<file path="src/rtl/bn_scheduler.sv">
// Shares one combinational batch-norm datapath across n_neurons membranes.
// Per-neuron parameters sit in a small register file written through the config port.
module bn_scheduler #(
  parameter int n_stage   = 6,
  parameter int n_neurons = 4,
  parameter int aw        = 2,
  localparam int W        = n_stage + 2
) (
  input  logic                   clk,
  input  logic                   rst_n,
  input  logic                   in_valid,
  output logic                   in_ready,
  input  logic [n_neurons*W-1:0] in_u,
  input  logic                   cfg_we,
  output logic                   cfg_ready,
  input  logic [aw-1:0]          cfg_addr,
  input  logic [3:0]             cfg_factor,
  input  logic [W-1:0]           cfg_addend,
  output logic [W-1:0]           bn_u,
  output logic [3:0]             bn_factor,
  output logic [W-1:0]           bn_addend,
  input  logic [W-1:0]           bn_u_out,
  output logic                   out_valid,
  input  logic                   out_ready,
  output logic [n_neurons*W-1:0] out_u,
  output logic                   busy
);

  typedef enum logic [1:0] {
    IDLE = 2'd0,
    RUN  = 2'd1,
    DONE = 2'd2
  } state_t;

  localparam logic [3:0]    FAC_IDENTITY = 4'b0100;
  localparam logic [aw-1:0] IDX_LAST     = aw'(n_neurons - 1);

  state_t        state_q, state_d;
  logic [aw-1:0] idx_q, idx_d;

  logic [W-1:0] in_buf_q  [n_neurons];
  logic [W-1:0] out_buf_q [n_neurons];
  logic [3:0]   fac_q     [n_neurons];
  logic [W-1:0] add_q     [n_neurons];

  logic accept;
  logic cfg_commit;

  always_ff @(posedge clk or negedge rst_n) begin
    if (!rst_n) begin
      state_q <= IDLE;
      idx_q   <= '0;
    end else begin
      state_q <= state_d;
      idx_q   <= idx_d;
    end
  end

  always_comb begin
    state_d   = state_q;
    idx_d     = idx_q;
    in_ready  = 1'b0;
    out_valid = 1'b0;
    case (state_q)
      IDLE: begin
        in_ready = 1'b1;
        if (in_valid) begin
          state_d = RUN;
          idx_d   = '0;
        end
      end
      RUN: begin
        // idx parks on the last neuron through DONE; only the accept path rewinds it.
        if (idx_q == IDX_LAST) begin
          state_d = DONE;
        end else begin
          idx_d = idx_q + 1'b1;
        end
      end
      DONE: begin
        out_valid = 1'b1;
        if (out_ready) begin
          state_d = IDLE;
        end
      end
      default: begin
        state_d = IDLE;
      end
    endcase
  end

  assign accept     = in_valid && in_ready;
  assign cfg_ready  = (state_q != RUN);
  assign cfg_commit = cfg_we && cfg_ready && (int'(cfg_addr) < n_neurons);
  assign busy       = (state_q == RUN) || (state_q == DONE);

  // A config write landing on the accept edge is visible to the first RUN cycle.
  always_ff @(posedge clk or negedge rst_n) begin
    if (!rst_n) begin
      for (int i = 0; i < n_neurons; i++) begin
        in_buf_q[i]  <= '0;
        out_buf_q[i] <= '0;
        fac_q[i]     <= FAC_IDENTITY;
        add_q[i]     <= '0;
      end
    end else begin
      if (accept) begin
        for (int i = 0; i < n_neurons; i++) begin
          in_buf_q[i] <= in_u[i*W +: W];
        end
      end
      if (state_q == RUN) begin
        out_buf_q[idx_q] <= bn_u_out;
      end
      if (cfg_commit) begin
        fac_q[cfg_addr] <= cfg_factor;
        add_q[cfg_addr] <= cfg_addend;
      end
    end
  end

  always_comb begin
    bn_u      = '0;
    bn_factor = '0;
    bn_addend = '0;
    if (state_q == RUN) begin
      bn_u      = in_buf_q[idx_q];
      bn_factor = fac_q[idx_q];
      bn_addend = add_q[idx_q];
    end
  end

  always_comb begin
    out_u = '0;
    for (int i = 0; i < n_neurons; i++) begin
      out_u[i*W +: W] = out_buf_q[i];
    end
  end

endmodule

</file>
<file path="config.mk">
export PLATFORM = sky130hd
export DESIGN_NAME = bn_scheduler
export DESIGN_NICKNAME = d
export VERILOG_FILES = /design/src/rtl/bn_scheduler.sv
export SDC_FILE = /design/constraint.sdc
export NUM_CORES = 1
export LEC_CHECK = 0
export CORE_UTILIZATION = 30
export DETAILED_ROUTE_END_ITERATION = 12
export PLACE_DENSITY_LB_ADDON = 0.05
export SLEW_MARGIN = 30
export SYNTH_ARGS = -nofsm -noshare
export SYNTH_HDL_FRONTEND = slang
export SYNTH_SLANG_ARGS = --single-unit
export TNS_END_PERCENT = 30
</file>
<file path="constraint.sdc">
create_clock -name clk -period 3.38 [get_ports clk]
set_clock_uncertainty 0.15 [all_clocks]
set_input_delay 0.845 -clock clk [delete_from_list [all_inputs] [get_ports clk]]
set_output_delay 0.845 -clock clk [all_outputs]
set_load 0.03 [all_outputs]
</file>
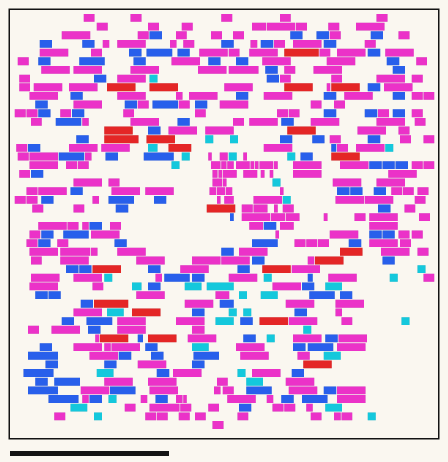
**Above:** cell sizes after repair.
Scale bar: 50 um.
| color | size | cells | most used |
|---|---|---|---|
| magenta | _0 and _1 cells | 282 | dfrtp_1 |
| red | _6 and larger | 22 | clkbuf_16 |
| blue | _2 cells | 128 | mux2_2 |
| cyan | _3 and _4 cells | 38 | buf_4 |
Post-Layout Inst Area: 7260 um2
Non-Clock Buffer Count: 128
synth-to-layout area growth: 38.1%
Final WS setup: 0.0803 ns

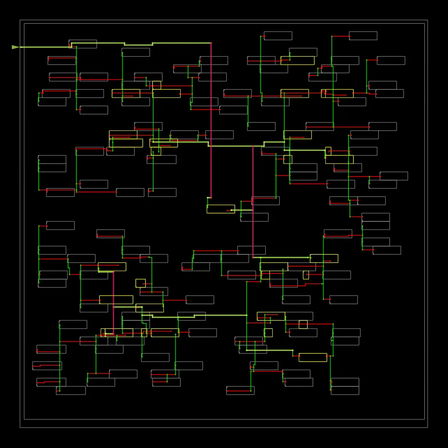
**Above:** clock routing.
CLK BUF: 19
Clk. pwr: 0.00179 W

==> run notes <==
impl run done, here's what came out: fraction of layout cells with a size suffix above 1 0.400, Nets 525, flop-to-flop setup slack 1.20 ns, Vias 3167, Latency at later pin 0.41 ns, most numerous logic cell after layout dfrtp_1, GRT Util Overall 0.144, Top FF cell, synth dfrtp_1, Resize count post-CTS 0, Post-DP Area 6670 um2, top power group combinational cells, Power Density 1060 nW/um2, Flop area 2910 um2, area leader, netlist dfrtp_1, Hold Buf Count CTS 0, final instance count without filler cells 695, Max stage delay on crit path 0.60 ns, vias per cell 4.56, MUX area fraction 0.339, largest net degree at the start of global routing 73, final setup violating endpoints 0, Tap Count 225, met3 Track Usage GR 0.0514, sequential share of power 0.320, antenna fix cells 0, Initial Util 0.305, ys cells 326, setup TNS 0 ns, outcome completed, WL met3 620 um, synth cell count leaders dfrtp_1, mux2_2, and2_1, CTS buffer count 17, sw power 0.00259 W, Post-Syn Instances 326, Synth Seq Share 0.553, Mapped Avg Cell Area 16.1 um2, WP depth 4, RSZ-0062 raised after global routing no, FF+latch count 116, Met2 Wirelength 5.61 mm, clock share of power 0.233, clock root buffer clkbuf_16, Complex Gates by Area 0.0102, core area 17200 um2, Top Usage Layer GRT met2, worst vdd ir 0.000449 V, placed cells 663, floorplan net count 394, CTS tree built, met1 Use GR 0.185, combinational share of power 0.447, FILL cells 1581, Overall Power 0.00768 W, routed len/inst 17.1 um, Worst Hold Slack 0.137 ns, Syn Std Cell Area 5260 um2, Post-synth area hogs dfrtp_1, mux2_2, mux4_2, Critical R2R Launch state_q[1]$_DFFE_PN0P_, clock network area share 0.0816, Worst Tran Pin Value 0.546 ns, period utilization 0.976, inverters 8, Worst-path clk slew 0.06 ns, gp weighted congestion 0.684, Syn. warnings 0, Flops after synth 116, Worst R2R Path Depth 5, seq pwr 0.00246 W, Die H 134 um, Synth async-reset ratio 1.00, Metal-1 WL 5.57 mm, Final Util 0.421, Pre-antenna DRT Iters 4, flop share of the area 0.400, GRT overflow 0, CP endpoint bn_factor[3], Max clock buf depth 2, H-tree depth 4, CP max FO 16, Post-Synth XOR/XNOR Area 0, RR Endpoint add_q[1]$_DFFE_PN0P_, max_cap viols 0, CP Data Arrival Time 2.30 ns, Fin. Hold Viols 0, CP startpoint kind register, Final Critical Period 3.30 ns, post-DP HPWL 8.17 mm, Switching Share 0.337, Post-synth EDFFs 0, Max Clk Rate 303 MHz, chip area 18100 um2, Final Max Slew Viols 0, vias in the first global route 3532, Clock Sinks 116, leak pwr 3.02 nW, delay-heaviest family, CP buffers and inverters, chip width 134 um, Comb area share 0.302, Top Metal Used met4, Basic Gates by Area 0.0469, Comb group 0.00343 W, Cell Int Power 0.00509 W, num rows 48, Top cells excl fill/tap dfrtp_1, clkdlybuf4s50_1, mux2_2, and2_1, buf_4, dpl ws 0.479 ns, Log Warnings 33
No activity file was given, so power comes from the tool's default toggle rates.
